$ cat src/rtl/booth_r4_seq_mult_if.sv
// ============================================================================
// Module      : booth_r4_seq_mult_if
// Description : Start/busy/done handshake bundle for the radix-4 Booth
//               sequential multiplier.
// Revision    : 1.0 - initial release
// ============================================================================
`default_nettype none

interface booth_r4_seq_mult_if #(
    parameter int N = 32
);
    logic           start;
    logic           signed_mode;
    logic [N-1:0]   a;
    logic [N-1:0]   x;
    logic           busy;
    logic           done;
    logic [2*N-1:0] p;

    modport master (
        output start, signed_mode, a, x,
        input  busy, done, p
    );

    modport slave (
        input  start, signed_mode, a, x,
        output busy, done, p
    );
endinterface

`default_nettype wire

$ cat src/rtl/booth_r4_seq_mult.sv
// ============================================================================
// Module      : booth_r4_seq_mult
// Description : Sequential radix-4 (modified Booth) multiplier, signed or
//               unsigned per operation, two multiplier bits retired per clock.
// Revision    : 1.0 - initial release
// ============================================================================
`default_nettype none

module booth_r4_seq_mult #(
    parameter int N = 32
) (
    input  wire logic          clk,
    input  wire logic          rst_n,
    booth_r4_seq_mult_if.slave bus
);

    localparam int L  = N / 2 + 1;
    localparam int CW = $clog2(L);
    localparam int EW = N + 2;
    localparam int AW = N + 3;
    localparam logic [CW-1:0] C_LAST = CW'(L - 1);

    generate
        if ((N % 2) != 0 || N < 4) begin : g_bad_width
            $error("booth_r4_seq_mult: N must be even and at least 4");
        end
    endgenerate

    typedef enum logic [0:0] {
        S_IDLE = 1'b0,
        S_RUN  = 1'b1
    } state_t;

    state_t         r_state;
    state_t         w_state_nxt;
    logic [CW-1:0]  r_cnt;
    logic [AW-1:0]  r_acc;
    logic [EW-1:0]  r_mq;
    logic           r_xlsb;
    logic [EW-1:0]  r_aext;
    logic [2*N-1:0] r_p;
    logic           r_done;

    logic           w_busy;
    logic           w_accept;
    logic           w_last;
    logic [EW-1:0]  w_a_ext;
    logic [EW-1:0]  w_x_ext;
    logic [2:0]     w_trip;
    logic           w_zero;
    logic           w_two;
    logic           w_neg;
    logic [AW-1:0]  w_mag;
    logic [AW-1:0]  w_opnd;
    logic [AW-1:0]  w_sum;
    logic [AW-1:0]  w_acc_sh;
    logic [EW-1:0]  w_mq_sh;
    logic [2*N-1:0] w_prod;

    assign w_busy   = (r_state == S_RUN);
    assign w_accept = (r_state == S_IDLE) && bus.start;
    assign w_last   = w_busy && (r_cnt == C_LAST);

    // Two extra bits let unsigned operands be treated as non-negative signed values.
    assign w_a_ext = bus.signed_mode ? {{2{bus.a[N-1]}}, bus.a} : {2'b00, bus.a};
    assign w_x_ext = bus.signed_mode ? {{2{bus.x[N-1]}}, bus.x} : {2'b00, bus.x};

    assign w_trip = {r_mq[1:0], r_xlsb};

    always_comb begin
        w_zero = 1'b0;
        w_two  = 1'b0;
        w_neg  = 1'b0;
        case (w_trip)
            3'b000, 3'b111: w_zero = 1'b1;
            3'b001, 3'b010: ;
            3'b011:         w_two  = 1'b1;
            3'b100: begin
                w_two = 1'b1;
                w_neg = 1'b1;
            end
            default:        w_neg  = 1'b1;
        endcase
    end

    always_comb begin
        w_mag = {r_aext[EW-1], r_aext};
        if (w_zero) begin
            w_mag = '0;
        end else if (w_two) begin
            w_mag = {r_aext, 1'b0};
        end
    end

    // Subtraction as inverted operand plus carry-in.
    assign w_opnd   = w_neg ? ~w_mag : w_mag;
    assign w_sum    = r_acc + w_opnd + {{(AW-1){1'b0}}, w_neg};
    assign w_acc_sh = {{2{w_sum[AW-1]}}, w_sum[AW-1:2]};
    assign w_mq_sh  = {w_sum[1:0], r_mq[EW-1:2]};
    assign w_prod   = {w_acc_sh[N-3:0], w_mq_sh};

    always_comb begin
        w_state_nxt = r_state;
        case (r_state)
            S_IDLE:  if (bus.start) w_state_nxt = S_RUN;
            S_RUN:   if (r_cnt == C_LAST) w_state_nxt = S_IDLE;
            default: w_state_nxt = S_IDLE;
        endcase
    end

    always_ff @(posedge clk or negedge rst_n) begin
        if (!rst_n) begin
            r_state <= S_IDLE;
        end else begin
            r_state <= w_state_nxt;
        end
    end

    always_ff @(posedge clk or negedge rst_n) begin
        if (!rst_n) begin
            r_cnt  <= '0;
            r_acc  <= '0;
            r_mq   <= '0;
            r_xlsb <= 1'b0;
            r_aext <= '0;
            r_p    <= '0;
            r_done <= 1'b0;
        end else begin
            r_done <= w_last;
            if (w_accept) begin
                r_aext <= w_a_ext;
                r_mq   <= w_x_ext;
                r_xlsb <= 1'b0;
                r_acc  <= '0;
                r_cnt  <= '0;
            end else if (w_busy) begin
                r_acc  <= w_acc_sh;
                r_mq   <= w_mq_sh;
                r_xlsb <= r_mq[1];
                r_cnt  <= w_last ? '0 : r_cnt + CW'(1);
                if (w_last) begin
                    r_p <= w_prod;
                end
            end
        end
    end

    assign bus.busy = w_busy;
    assign bus.done = r_done;
    assign bus.p    = r_p;

endmodule

`default_nettype wire
$ cat src/flat_wrapper.sv
// flat-port wrapper written by rule: the top's interface ports become plain ports
module booth_r4_seq_mult_flat 
#(
    parameter int N = 32
)
  (clk, rst_n, bus_start, bus_signed_mode, bus_a, bus_x, bus_busy, bus_done, bus_p);
  booth_r4_seq_mult_if #(.N(N)) bus_i ();
  input  wire logic clk;
  input  wire logic rst_n;
  input wire logic [$bits(bus_i.start)-1:0] bus_start;
  input wire logic [$bits(bus_i.signed_mode)-1:0] bus_signed_mode;
  input wire logic [$bits(bus_i.a)-1:0] bus_a;
  input wire logic [$bits(bus_i.x)-1:0] bus_x;
  output wire logic [$bits(bus_i.busy)-1:0] bus_busy;
  output wire logic [$bits(bus_i.done)-1:0] bus_done;
  output wire logic [$bits(bus_i.p)-1:0] bus_p;
  assign bus_i.start = bus_start;
  assign bus_i.signed_mode = bus_signed_mode;
  assign bus_i.a = bus_a;
  assign bus_i.x = bus_x;
  assign bus_busy = bus_i.busy;
  assign bus_done = bus_i.done;
  assign bus_p = bus_i.p;
  booth_r4_seq_mult #(.N(N)) u_core (.clk(clk), .rst_n(rst_n), .bus(bus_i));
endmodule
$ cat config.mk
export PLATFORM = sky130hd
export DESIGN_NAME = booth_r4_seq_mult_flat
export DESIGN_NICKNAME = d
export VERILOG_FILES = /design/src/rtl/booth_r4_seq_mult_if.sv /design/src/rtl/booth_r4_seq_mult.sv /design/src/flat_wrapper.sv
export SDC_FILE = /design/constraint.sdc
export NUM_CORES = 1
export LEC_CHECK = 0
export CORE_MARGIN = 4
export CORE_UTILIZATION = 50
export DETAILED_ROUTE_END_ITERATION = 10
export DONT_BUFFER_PORTS = 1
export PLACE_DENSITY = 0.73
export SYNTH_ARGS = -nofsm -noshare
export SYNTH_HDL_FRONTEND = slang
export SYNTH_SLANG_ARGS = --single-unit
$ cat constraint.sdc
create_clock -name clk -period 4.75 [get_ports clk]
set_input_delay 1.1875 -clock clk [delete_from_list [all_inputs] [get_ports clk]]
set_output_delay 1.1875 -clock clk [all_outputs]
set_load 0.01 [all_outputs]
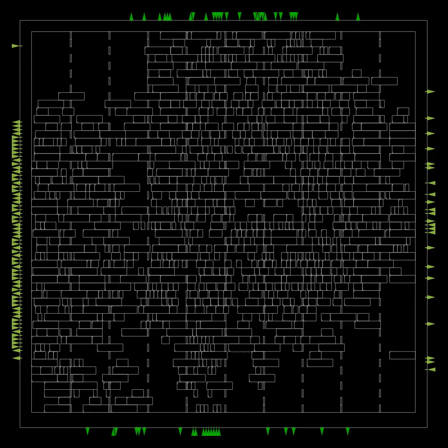
**Above:** placement view.
Rows: 50
non-filler cells, final: 1175

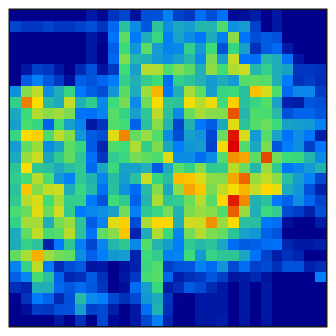
**Above:** signal metal coverage by tile.
The die is cut into 29 by 29 equal tiles; dark blue is low, red is high, scaled to the fullest tile. Values are wire area over tile area, all layers added.
fullest tile = 0.55
emptiest ninth of the die = bottom right
mean over tiles = 0.17
tiles over half the peak = 24%
nearly empty tiles = 14%

==> worst register-to-register path: stages, from the launching register on <==
cell	delay (ps)
dfrtp_2	580
nor2_2	180
buf_4	260
a22oi_1	120
o21ai_0	110
inv_1	90
fa_1	420
and2b_1	230
o2111ai_1	130
a21oi_1	280
o21ai_1	190
o31ai_4	320
a31oi_1	180
or4_1	500
o211ai_1	100
==> cells by family after synthesis <==
group | count (synthesis) | synth area share [%]
flip-flops | 172 | 45.56
AND-OR/OR-AND | 255 | 17.49
multiplexers | 92 | 10.54
adder cells (fa/ha/maj) | 37 | 4.966
XOR/XNOR | 65 | 6.026
buffers and inverters | 72 | 2.861
AND/OR/NAND/NOR | 269 | 12.55
==> out/qor.csv <==
stage,metric,value,unit
logic_synthesis,cell area after synthesis,9448,µm²
logic_synthesis,"EDFF count, synth",0,
logic_synthesis,post-synth top area cell,dfrtp_1,
global_routing,M2 GR Usage,35.01,%
layout,number of logic gates,718,
worst_setup_path,crit path max fanout,21,
logic_synthesis,Synth top cell by count,nand2_1,
floorplan,core region area,18640,µm²
clocking,CTS H-tree lvls,4,
worst_setup_path,CP bufs+invs,2,
place,Final Wtd Congestion,0.8840,
clocking,post_cts resized,0,
layout,Util after Layout,54.81,%
global_routing,M1 GR Usage,26.16,%
flow_run,max_cap viols,0,
logic_synthesis,ys flop type,dfrtp_1,
layout,Nets,1032,
worst_setup_path,CP Data Arrival Time,4130,ps
routing,top sig layer,met4,
layout,max reg flops,64,
worst_setup_path,RR Startpoint,u_core.r_mq[1],
logic_synthesis,cell count listed in synth_stat.txt,962,
timing,slack of the critical path,973.9,ps
global_routing,number of global-route vias before repair,7133,
global_routing,initial antenna violation count,0,
timing,relative slew slack,34.99,%
place,pre-CTS setup slack,993.2,ps
clocking,number of buffers created by CTS,17,
layout,Synth-to-Final Area Change,8.145,%
timing,WHS,447.8,ps
clocking,Late-Pin Clk Latency,440,ps
global_routing,layer with the highest usage,met2,
worst_setup_path,Crit Path Class,reg -> reg,
routing,# DRC,0,
flow_run,tool warnings,29,
clocking,root buffer cell,clkbuf_16,
logic_synthesis,yosys stat area,9448,µm²
layout,proportion of cell area occupied by registers,42.17,%
layout,most common logic cell in the routed design,nand2_1,
layout,non-clock buffer total of the final layout,10,
routing,vias,6971,
timing,Layout Skew,11.96,ps
floorplan,chip area,21160,µm²
timing,Finish-stage setup viols,0,
layout,"Inverters, non-clock",9,
clocking,CTS tree,done,
floorplan,well tap count,234,
logic_synthesis,Top-area cell share,45.56,%
routing,final WL,22310,µm
logic_synthesis,async set-reset flop share out of synthesis,100.0,%
global_routing,total grt overflow,0,
logic_synthesis,Cells after Synth,962,
worst_setup_path,Setup crit start,u_core.r_mq[1],
timing,RSZ-0062 raised after global routing,false,
routing,M1 wire length,9374,µm
layout,largest class,combinational gates,
routing,WL/cell,18.98,µm
worst_setup_path,Worst R2R End,u_core.r_acc[30],
worst_hold_path,Hold Path Class,in -> async,
layout,Comb area share,47.92,%
logic_synthesis,Syn Nets,1066,
timing,Pins Over Slew Limit,0,
logic_synthesis,"Avg Cell Area, Syn",9.821,µm²
layout,Seq. cell area,4309,µm²
logic_synthesis,Yosys reg bits,172,
layout,Combinational Area,4896,µm²
layout,share of cells above drive strength 1,13.07,%
routing,WL met3,1956,µm
place,# placed instances,1143,
clocking,Max Buffers Root-to-Sink,2,
worst_setup_path,"Largest stage delay, worst path",580,ps
routing,met2 routed WL,10640,µm
layout,Signal buf overhead,0.7348,%
global_routing,GRT Total Usage,21.32,%
timing,Worst-Margin Slew,972.9,ps
worst_setup_path,crit path to,u_core.r_acc[30],
routing,drt via density,5.933,
worst_setup_path,CP required,5110,ps
floorplan,Die H,145.5,µm
routing,Routed Antenna Nets,0,
global_routing,largest net degree at the start of global routing,173,
layout,Layout fillers,1653,
layout,most numerous logic cells after layout,"nand2_1 (179), dfrtp_1 (170), o21ai_0 (91)",
timing,Max Fclk,0.2648,GHz
worst_setup_path,cell-by-cell trace of the critical path,"nor2_2, buf_4, a22oi_1, o21ai_0, inv_1, fa_1, and2b_1, o2111ai_1, a21oi_1, o21ai_1, o31ai_4, a31oi_1, or4_1, o211ai_1",
layout,"Design Area, Final",10220,µm²
floorplan,Initial Util,50.68,%
worst_setup_path,R2R setup slack,970,ps
logic_synthesis,Cell Type Count,55,
layout,Layout clock area frac,5.976,%
worst_setup_path,crit end category,flop,
global_routing,global-route wire length before repair,36960,µm
logic_synthesis,register area share after synthesis,45.56,%
logic_synthesis,yosys synthesis warning count,0,
floorplan,Top-Level Pins,134,
timing,part of the cycle the worst path needs,79.50,%
clocking,clock sinks,172,
clocking,"Hold-fix buffers, CTS",0,
worst_setup_path,CP top delay family,AND-OR/OR-AND gates,
run_status,status,"finished, final reports clean",
logic_synthesis,top cells by count,"nand2_1 (180), dfrtp_1 (172), o21ai_0 (91)",
place,Post-Place Cell Area,9607,µm²
routing,Pre-antenna DRT Iters,5,
clocking,post-CTS setup buffers,0,
place,Port Buf Inserts,0,
worst_setup_path,CP Launch Type,flop,
worst_setup_path,R2R cell count,14,
timing,Fin. Hold Viols,0,
clocking,Worst-path clk slew,80,ps
global_routing,GR Util met3,8.533,%
layout,flip-flops,172,
place,DP HPWL,15210,µm
worst_setup_path,CP max-delay cell,dfrtp_2,
timing,setup_tns,0,ps
layout,number of diodes,0,
worst_setup_path,WP depth,14,
logic_synthesis,Post-synth area hogs,"dfrtp_1 (46%), mux2_2 (7.2%), nand2_1 (7.2%)",
layout,clk_buf instances,17,
routing,1st-iter DRT viols,464,
floorplan,Chip Width,145.5,µm
timing,min cycle time layout,3776,ps
